==> src/rtl/alu_driver.sv <==
// alu_driver: valid/ready front end for the registered alu. It accepts one
// operation at a time, issues it with a single-cycle enable pulse, captures
// the result LAT cycles after the enable is sampled, and returns it on a
// valid/ready response port. It also keeps completion and overflow counters.
module alu_driver #(
    parameter int n   = 8,
    parameter int LAT = 1
) (
    input  logic         clk,
    input  logic         rst,
    input  logic         req_valid,
    output logic         req_ready,
    input  logic [n-1:0] req_a,
    input  logic [n-1:0] req_b,
    input  logic [2:0]   req_op,
    output logic [n-1:0] alu_a,
    output logic [n-1:0] alu_b,
    output logic [2:0]   alu_op,
    output logic         alu_en,
    input  logic [n-1:0] alu_sum,
    input  logic         alu_o,
    input  logic         alu_z,
    input  logic         alu_n,
    output logic         rsp_valid,
    input  logic         rsp_ready,
    output logic [n-1:0] rsp_sum,
    output logic [2:0]   rsp_flags,
    output logic [15:0]  op_count,
    output logic [7:0]   ovf_count
);

    typedef enum logic [1:0] {
        IDLE  = 2'd0,
        ISSUE = 2'd1,
        WAIT  = 2'd2,
        RESP  = 2'd3
    } state_t;

    // Counter value loaded in ISSUE; the WAIT cycle in which it reads zero is
    // the one whose closing edge captures the result (edge T1+LAT).
    localparam logic [3:0] WAIT_LOAD = 4'(LAT - 1);

    state_t         state_reg;
    state_t         state_next;
    logic [3:0]     wait_cnt_reg;
    logic [n-1:0]   alu_a_reg;
    logic [n-1:0]   alu_b_reg;
    logic [2:0]     alu_op_reg;
    logic [n-1:0]   rsp_sum_reg;
    logic [2:0]     rsp_flags_reg;
    logic [15:0]    op_count_reg;
    logic [7:0]     ovf_count_reg;

    logic           accept;
    logic           capture;
    logic           handshake;

    assign accept    = (state_reg == IDLE) && req_valid;
    assign capture   = (state_reg == WAIT) && (wait_cnt_reg == 4'd0);
    assign handshake = (state_reg == RESP) && rsp_ready;

    // State register; reset aborts any operation in flight.
    always_ff @(posedge clk or negedge rst) begin
        if (!rst) begin
            state_reg <= IDLE;
        end else begin
            state_reg <= state_next;
        end
    end

    // Next-state logic. With LAT=1 the single WAIT cycle is the capture cycle.
    always_comb begin
        state_next = state_reg;
        case (state_reg)
            IDLE:    if (req_valid) state_next = ISSUE;
            ISSUE:   state_next = WAIT;
            WAIT:    if (wait_cnt_reg == 4'd0) state_next = RESP;
            RESP:    if (rsp_ready) state_next = IDLE;
            default: state_next = IDLE;
        endcase
    end

    // Handshake and enable outputs decode the state directly, so reset drops
    // alu_en immediately.
    always_comb begin
        req_ready = 1'b0;
        alu_en    = 1'b0;
        rsp_valid = 1'b0;
        case (state_reg)
            IDLE:    req_ready = 1'b1;
            ISSUE:   alu_en    = 1'b1;
            RESP:    rsp_valid = 1'b1;
            default: ;
        endcase
    end

    // Latency counter: loaded while issuing, counts down while waiting.
    always_ff @(posedge clk or negedge rst) begin
        if (!rst) begin
            wait_cnt_reg <= 4'd0;
        end else if (state_reg == ISSUE) begin
            wait_cnt_reg <= WAIT_LOAD;
        end else if (state_reg == WAIT && wait_cnt_reg != 4'd0) begin
            wait_cnt_reg <= wait_cnt_reg - 4'd1;
        end
    end

    // Operand/opcode registers change only when a request is accepted.
    always_ff @(posedge clk or negedge rst) begin
        if (!rst) begin
            alu_a_reg  <= '0;
            alu_b_reg  <= '0;
            alu_op_reg <= 3'd0;
        end else if (accept) begin
            alu_a_reg  <= req_a;
            alu_b_reg  <= req_b;
            alu_op_reg <= req_op;
        end
    end

    // Result capture; held stable through RESP until the handshake.
    always_ff @(posedge clk or negedge rst) begin
        if (!rst) begin
            rsp_sum_reg   <= '0;
            rsp_flags_reg <= 3'd0;
        end else if (capture) begin
            rsp_sum_reg   <= alu_sum;
            rsp_flags_reg <= {alu_o, alu_z, alu_n};
        end
    end

    // Statistics: op_count wraps naturally, ovf_count saturates at 0xFF.
    always_ff @(posedge clk or negedge rst) begin
        if (!rst) begin
            op_count_reg  <= 16'd0;
            ovf_count_reg <= 8'd0;
        end else if (handshake) begin
            op_count_reg <= op_count_reg + 16'd1;
            if (rsp_flags_reg[2] && ovf_count_reg != 8'hFF) begin
                ovf_count_reg <= ovf_count_reg + 8'd1;
            end
        end
    end

    assign alu_a     = alu_a_reg;
    assign alu_b     = alu_b_reg;
    assign alu_op    = alu_op_reg;
    assign rsp_sum   = rsp_sum_reg;
    assign rsp_flags = rsp_flags_reg;
    assign op_count  = op_count_reg;
    assign ovf_count = ovf_count_reg;

endmodule
==> config.mk <==
export PLATFORM = sky130hd
export DESIGN_NAME = alu_driver
export DESIGN_NICKNAME = d
export VERILOG_FILES = /design/src/rtl/alu_driver.sv
export SDC_FILE = /design/constraint.sdc
export NUM_CORES = 1
export LEC_CHECK = 0
export CAP_MARGIN = 20
export CELL_PAD_IN_SITES_DETAIL_PLACEMENT = 1
export CELL_PAD_IN_SITES_GLOBAL_PLACEMENT = 1
export CORE_ASPECT_RATIO = 0.9
export CORE_UTILIZATION = 31
export DETAILED_ROUTE_END_ITERATION = 6
export PLACE_DENSITY_LB_ADDON = 0.25
export SETUP_SLACK_MARGIN = 0.4
export SLEW_MARGIN = 15
export SYNTH_ARGS = -nofsm -noshare
export SYNTH_HDL_FRONTEND = slang
export SYNTH_SLANG_ARGS = --single-unit
==> constraint.sdc <==
create_clock -name clk -period 1.7 [get_ports clk]
set_input_delay 0.51 -clock clk [delete_from_list [all_inputs] [get_ports clk]]
set_output_delay 0.51 -clock clk [all_outputs]
set_load 0.01 [all_outputs]
**Run 1: cell classes on the final placement**

The bar under the picture is 20 µm long.
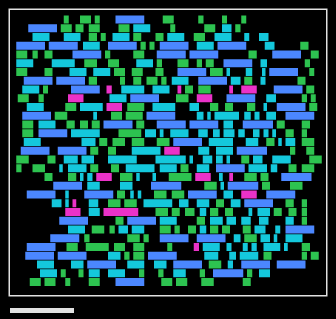
| class | color | cells | share of their area |
|---|---|---|---|
| remaining buffers and delay cells | green | 166 | 30% |
| clock drivers and dummy loads | magenta | 16 | 3.9% |
| registers | blue | 60 | 33% |
| remaining logic cells | cyan | 139 | 33% |

**Run 1: clock network drawn from the DEF**

The bar under the picture is 20 µm long.
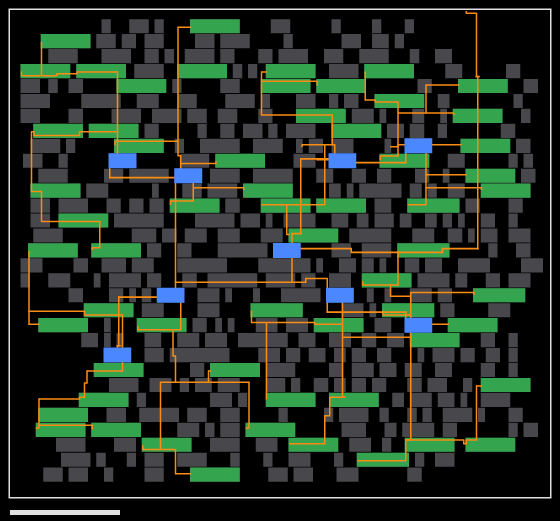
[clock wires] orange | length: 932 µm
[flip-flops] green | count: 60
[clock-net drivers] blue | count: 9
flops lie: spread over the die

==> run notes, run 1 <==
run metrics: status finished with violations, failing checks setup timing, Placer Congestion between 0.6 and 0.7, Mapped Avg Cell Area approximately 13 µm², via/cell ratio 4.65, clk slew on worst S/H paths ~0.07 ns, drt pass-1 iters 5, Clock Path Buffers 2, final worst slack -0.119 ns, asr flop ratio synth 1.00, initial antenna violation count 0, final setup violation count 16, clk cell area share 0.0384, worst min path class in2async, CTS tree done, placed instance area around 3900 µm², most used flip-flop cell dfrtp_1, Post-Route WL 7500 µm, max FFs per register 16, H-tree depth 3, Post-synth seq share 0.581, Critical Path Source wait_cnt_reg[1], min Tclk post-route about 1.8 ns, max-slew violation total from the final report 0, cell taking the most area after synthesis dfrtp_1, Highest Signal Layer met4, final worst path period share 1.07, aoi share 0.0281, clock buffer count 13, P_sw about 2.4 mW, Inserted Diodes 0, PostCTS Resize Cnt between 200 and 300, power density over the cells between 1500 and 2000 nW/µm², Yosys chip area approximately 2600 µm²
**Run 1: track usage over the die**

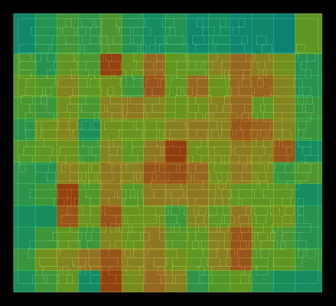
met3 global-route usage: 0.0529
M1 GR Usage: 0.209
most used routing layer: met2
DR WL/cell: 15.6 µm
GRT Total Usage: 0.176

-- run 1: cell families after synthesis --
group / Yosys count
AOI/OAI and AO/OA: 9
xor gates and xnor gates: 21
adders and majority gates: 8
buffers and inverters: 11
DFF: 60
muxes: 35
and+or+nand+nor: 56
-- run 1: power groups by stage --
stage,clock network (mW),logic [mW],registers (mW)
finish,1.23,3.74,2.23
CTS,1.26,3.18,2.21
detailed placement,0,2.75,2.31
floorplan,0,1.06,2.50
global placement,0,2.70,2.29
global route,1.34,4.01,2.29
-- run 1: critical path: cells and delay by family (launching register included) --
| kind | cells | cell delay [ns] |
|---|---|---|
| adders and majority gates | 1 | 0.12 |
| buffers and inverters | 3 | 0.39 |
| DFF | 1 | 0.39 |
| muxes | 1 | 0.31 |
| and+or+nand+nor | 2 | 0.48 |
**Run 1: logic cells by family**

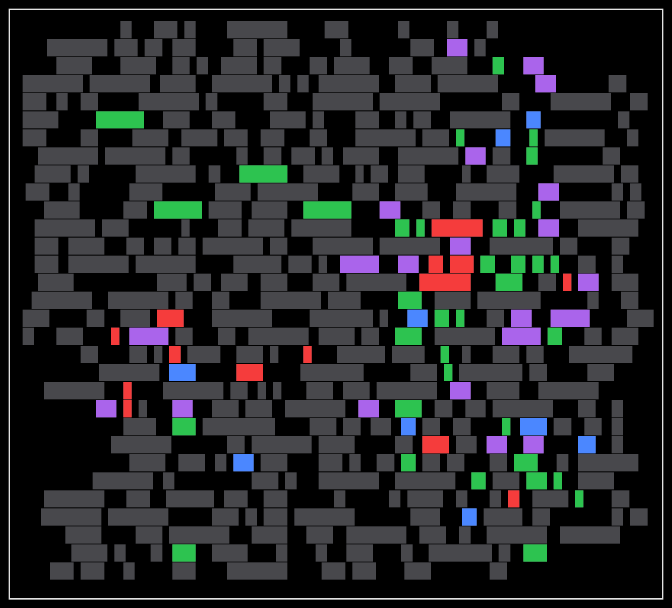

==> inputs of run 2 (changes only) <==
CORE_UTILIZATION = 44   (was 31)
DONT_BUFFER_PORTS = 1   (was not set)
**Run 2: logic cells by family**

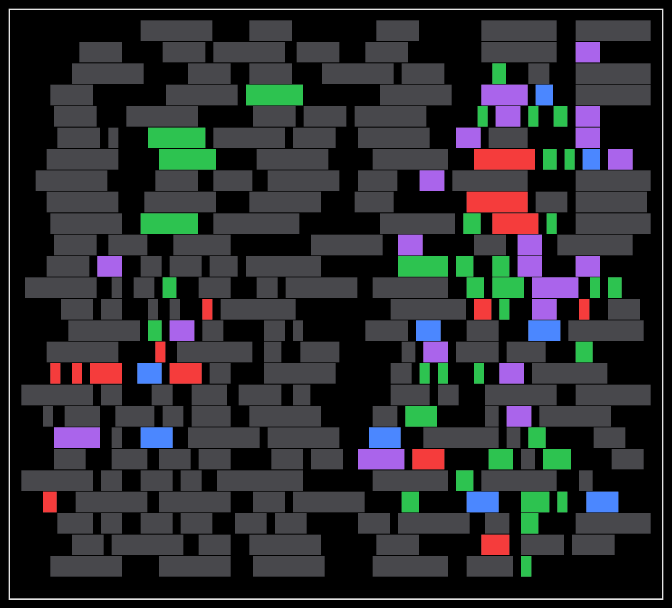
| family | color | cells | most used |
|---|---|---|---|
| nand cells | green | 36 | nand2_1 |
| xor and xnor cells | purple | 21 | xnor2_1 |
| and/or cells | blue | 9 | and3_4 |
| nor cells | red | 14 | nor2_1 |

==> run 2 against run 1 <==
  * The flow finishes with violations (hold timing, setup timing)
  * Sequential share of layout area increased by 11 points
  * Maximum frequency is 0.32% lower
  * Clock power is about 10% higher
  * Power shrank 15%
  * Non-clock buffer count fell by 138
  * Critical path depth unchanged
  * Critical endpoint is now rsp_sum[4]
  * Largest cell class unchanged
  * Largest power group is now registers
  * Highest routed layer unchanged
==> run notes, run 2 <==
run metrics: final worst path period share 1.07 (+0.00340), clock buffer count 12 (-1), most used routing layer met2, power in sequential cells 2.67 mW (+20%), failing checks hold timing, setup timing, met3 global-route usage 0.0921 (+0.0392), power density over the cells 1720 nW/µm² (+11%), PostCTS Resize Cnt 34 (-88%), H-tree depth 3 (unchanged), final worst slack -0.125 ns (-0.00578 ns), endpoints failing hold about 60, via/cell ratio 5.46 (+17%), placed instance area 2820 µm² (-27%), final setup violation count 14 (-2), Yosys chip area 2580 µm² (unchanged), cell family with most CP delay simple AND/OR/NAND/NOR gates, initial antenna violation count 0 (unchanged), status finished with violations, Clock Path Buffers 2 (unchanged), final hold slack -0.136 ns
**Run 2: where the registers sit**

The bar under the picture is 20 µm long. Other sequential cells in the stronger gray, the rest of the logic in the fainter gray.
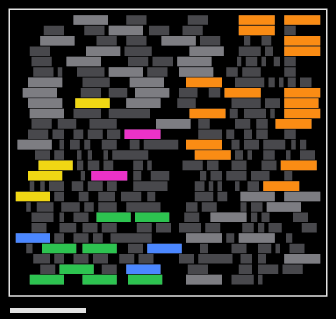
| signal | color | sequential cells |
|---|---|---|
| `op_count` | orange | 16 |
| `wait_cnt_reg` | yellow | 4 |
| `state_reg` | magenta | 2 |
| `rsp_sum` | green | 8 |
| `rsp_flags` | blue | 3 |
not colored: 27

-- run 2: cells by family (layout without fill, tap and decap cells) --
family                   count (synthesis)  after routing  synth area share
adder cells (fa/ha/maj)                  8              8            0.0387
flip-flops                              60             60             0.581
XOR/XNOR                                21             21            0.0711
AND-OR/OR-AND                            9              9            0.0281
multiplexers                            35             35             0.153
AND/OR/NAND/NOR                         56             59             0.110
buffers and inverters                   11             51            0.0179
-- run 2: path summary, 6_finish.rpt --
path                           endpoint  slack (ns)  cells past startpoint
setup / recovery             rsp_sum[4]       -0.12                      7
hold / removal               rsp_sum[6]       -0.14                      0
setup reg to reg             rsp_sum[4]       -0.12                      7
hold reg to reg             op_count[8]        0.52                      1
max in group asynchronous  state_reg[1]        1.73                      0
min in group clk             rsp_sum[1]        0.32                      1
==> inputs of run 3 (changes only) <==
CTS_CLUSTER_SIZE = 16   (was not set)
**Run 3: cell classes on the final placement**

The bar under the picture is 20 µm long.
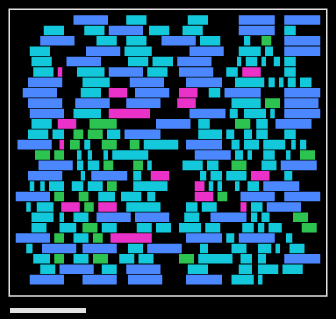
| class | color | cells | share of their area |
|---|---|---|---|
| remaining logic cells | cyan | 139 | 42% |
| remaining buffers and delay cells | green | 28 | 7.7% |
| registers | blue | 60 | 44% |
| clock drivers and dummy loads | magenta | 16 | 6.3% |

==> run 3 against run 2 <==
  * The run still ends with hold timing, setup timing left
  * Combinational power hardly changed
  * Core utilization stayed put
  * Worst setup slack stayed put
  * Sequential power hardly changed
  * Clock skew stayed put
  * Cell area stayed put
  * Synthesized cell count stayed put
  * Clock power hardly changed
  * Via count stayed put
  * Power stayed put
  * Synthesized area stayed put
  * Hold slack stayed put
  * Largest power group unchanged
==> run notes, run 3 <==
run metrics: status finished with violations, post-route ant nets 0, dpl cells between 200 and 300, power density over the cells 1720 nW/µm² (unchanged), initial antenna violation count 0 (unchanged), final setup violation count 14 (unchanged), worst setup path endpoint rsp_sum[4], PostCTS Resize Cnt 34 (unchanged), Worst Path Required between 1.5 and 2 ns, failing checks hold timing, setup timing, Clock Path Buffers 2 (unchanged), H-tree depth 3 (unchanged), R2R cell count 7 (unchanged), post-synth net total 242, met3 global-route usage 0.0921 (unchanged), DR WL met2 roughly 3600 µm, via/cell ratio 5.46 (unchanged), Logic pwr share 0.336, cells along the critical path inv_2 > ha_1 > or3b_4 > buf_4 > nor2_4 > buf_6 > mux2_2, r2r setup slk -0.12 ns (about the same), reg-to-reg endpoint rsp_sum[4], Yosys chip area 2580 µm² (unchanged), slew margin rel. 0.799, most frequent cells after synthesis dfrtp_1, mux2_2, nand2_1, endpoints failing hold 60 (unchanged), final worst slack -0.125 ns (unchanged), chip width around 83 µm, WP depth 7 (unchanged), Top-area cell share 0.581, asr flop ratio synth 1.00, most used routing layer met2, final hold slack -0.136 ns (unchanged), placed instance area 2820 µm² (unchanged), cell taking the most area after synthesis dfrtp_1, power in sequential cells 2.67 mW (about the same), vias in the first global route around 1800, Post-Route WL 6490 µm, cell family with most CP delay simple AND/OR/NAND/NOR gates, Post-synth seq share 0.581, final worst path period share 1.07 (unchanged)
**Run 3: logic cells by family**

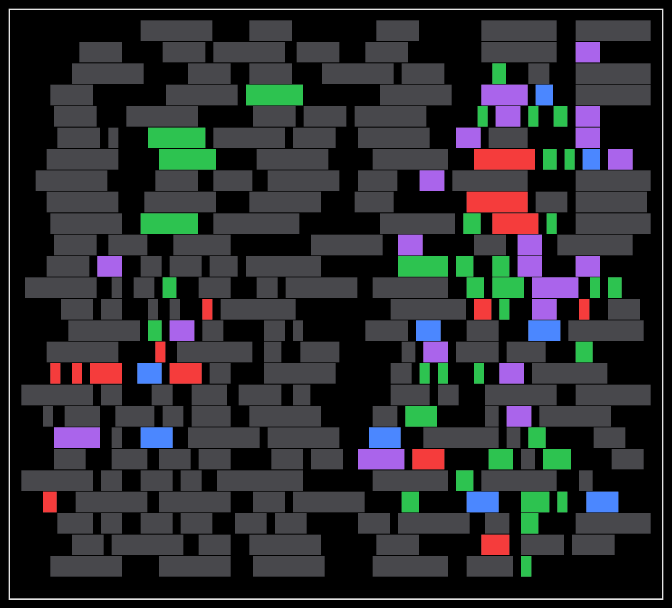
| family | color | cells | most used |
|---|---|---|---|
| and/or cells | blue | 9 | and3_4 |
| xor and xnor cells | purple | 21 | xnor2_1 |
| nand cells | green | 36 | nand2_1 |
| nor cells | red | 14 | nor2_1 |

[run 3: cell counts in the layout (fill, tap and decap cells not counted)]
No cell type changed its count.
[run 3: logic make-up after synthesis]
| family | count (synthesis) | share of synthesized area |
|---|---|---|
| compound gates | 9 | 0.0281 |
| xor+xnor | 21 | 0.0711 |
| fa+ha+maj | 8 | 0.0387 |
| buf+inv | 11 | 0.0179 |
| flops | 60 | 0.581 |
| mux | 35 | 0.153 |
| simple gates | 56 | 0.110 |
[run 3: final cells by class]
cell class / count / area, µm²
clock buffers: 12 / 145
clock inverters: 4 / 72.6
fillers: 528 / 2090
inverters: 7 / 31.3
multi-input cells: 132 / 1430
flip-flops and latches: 60 / 1530
well taps: 70 / 87.6
repair buffers: 28 / 268
Power and IR drop assume default switching activity.
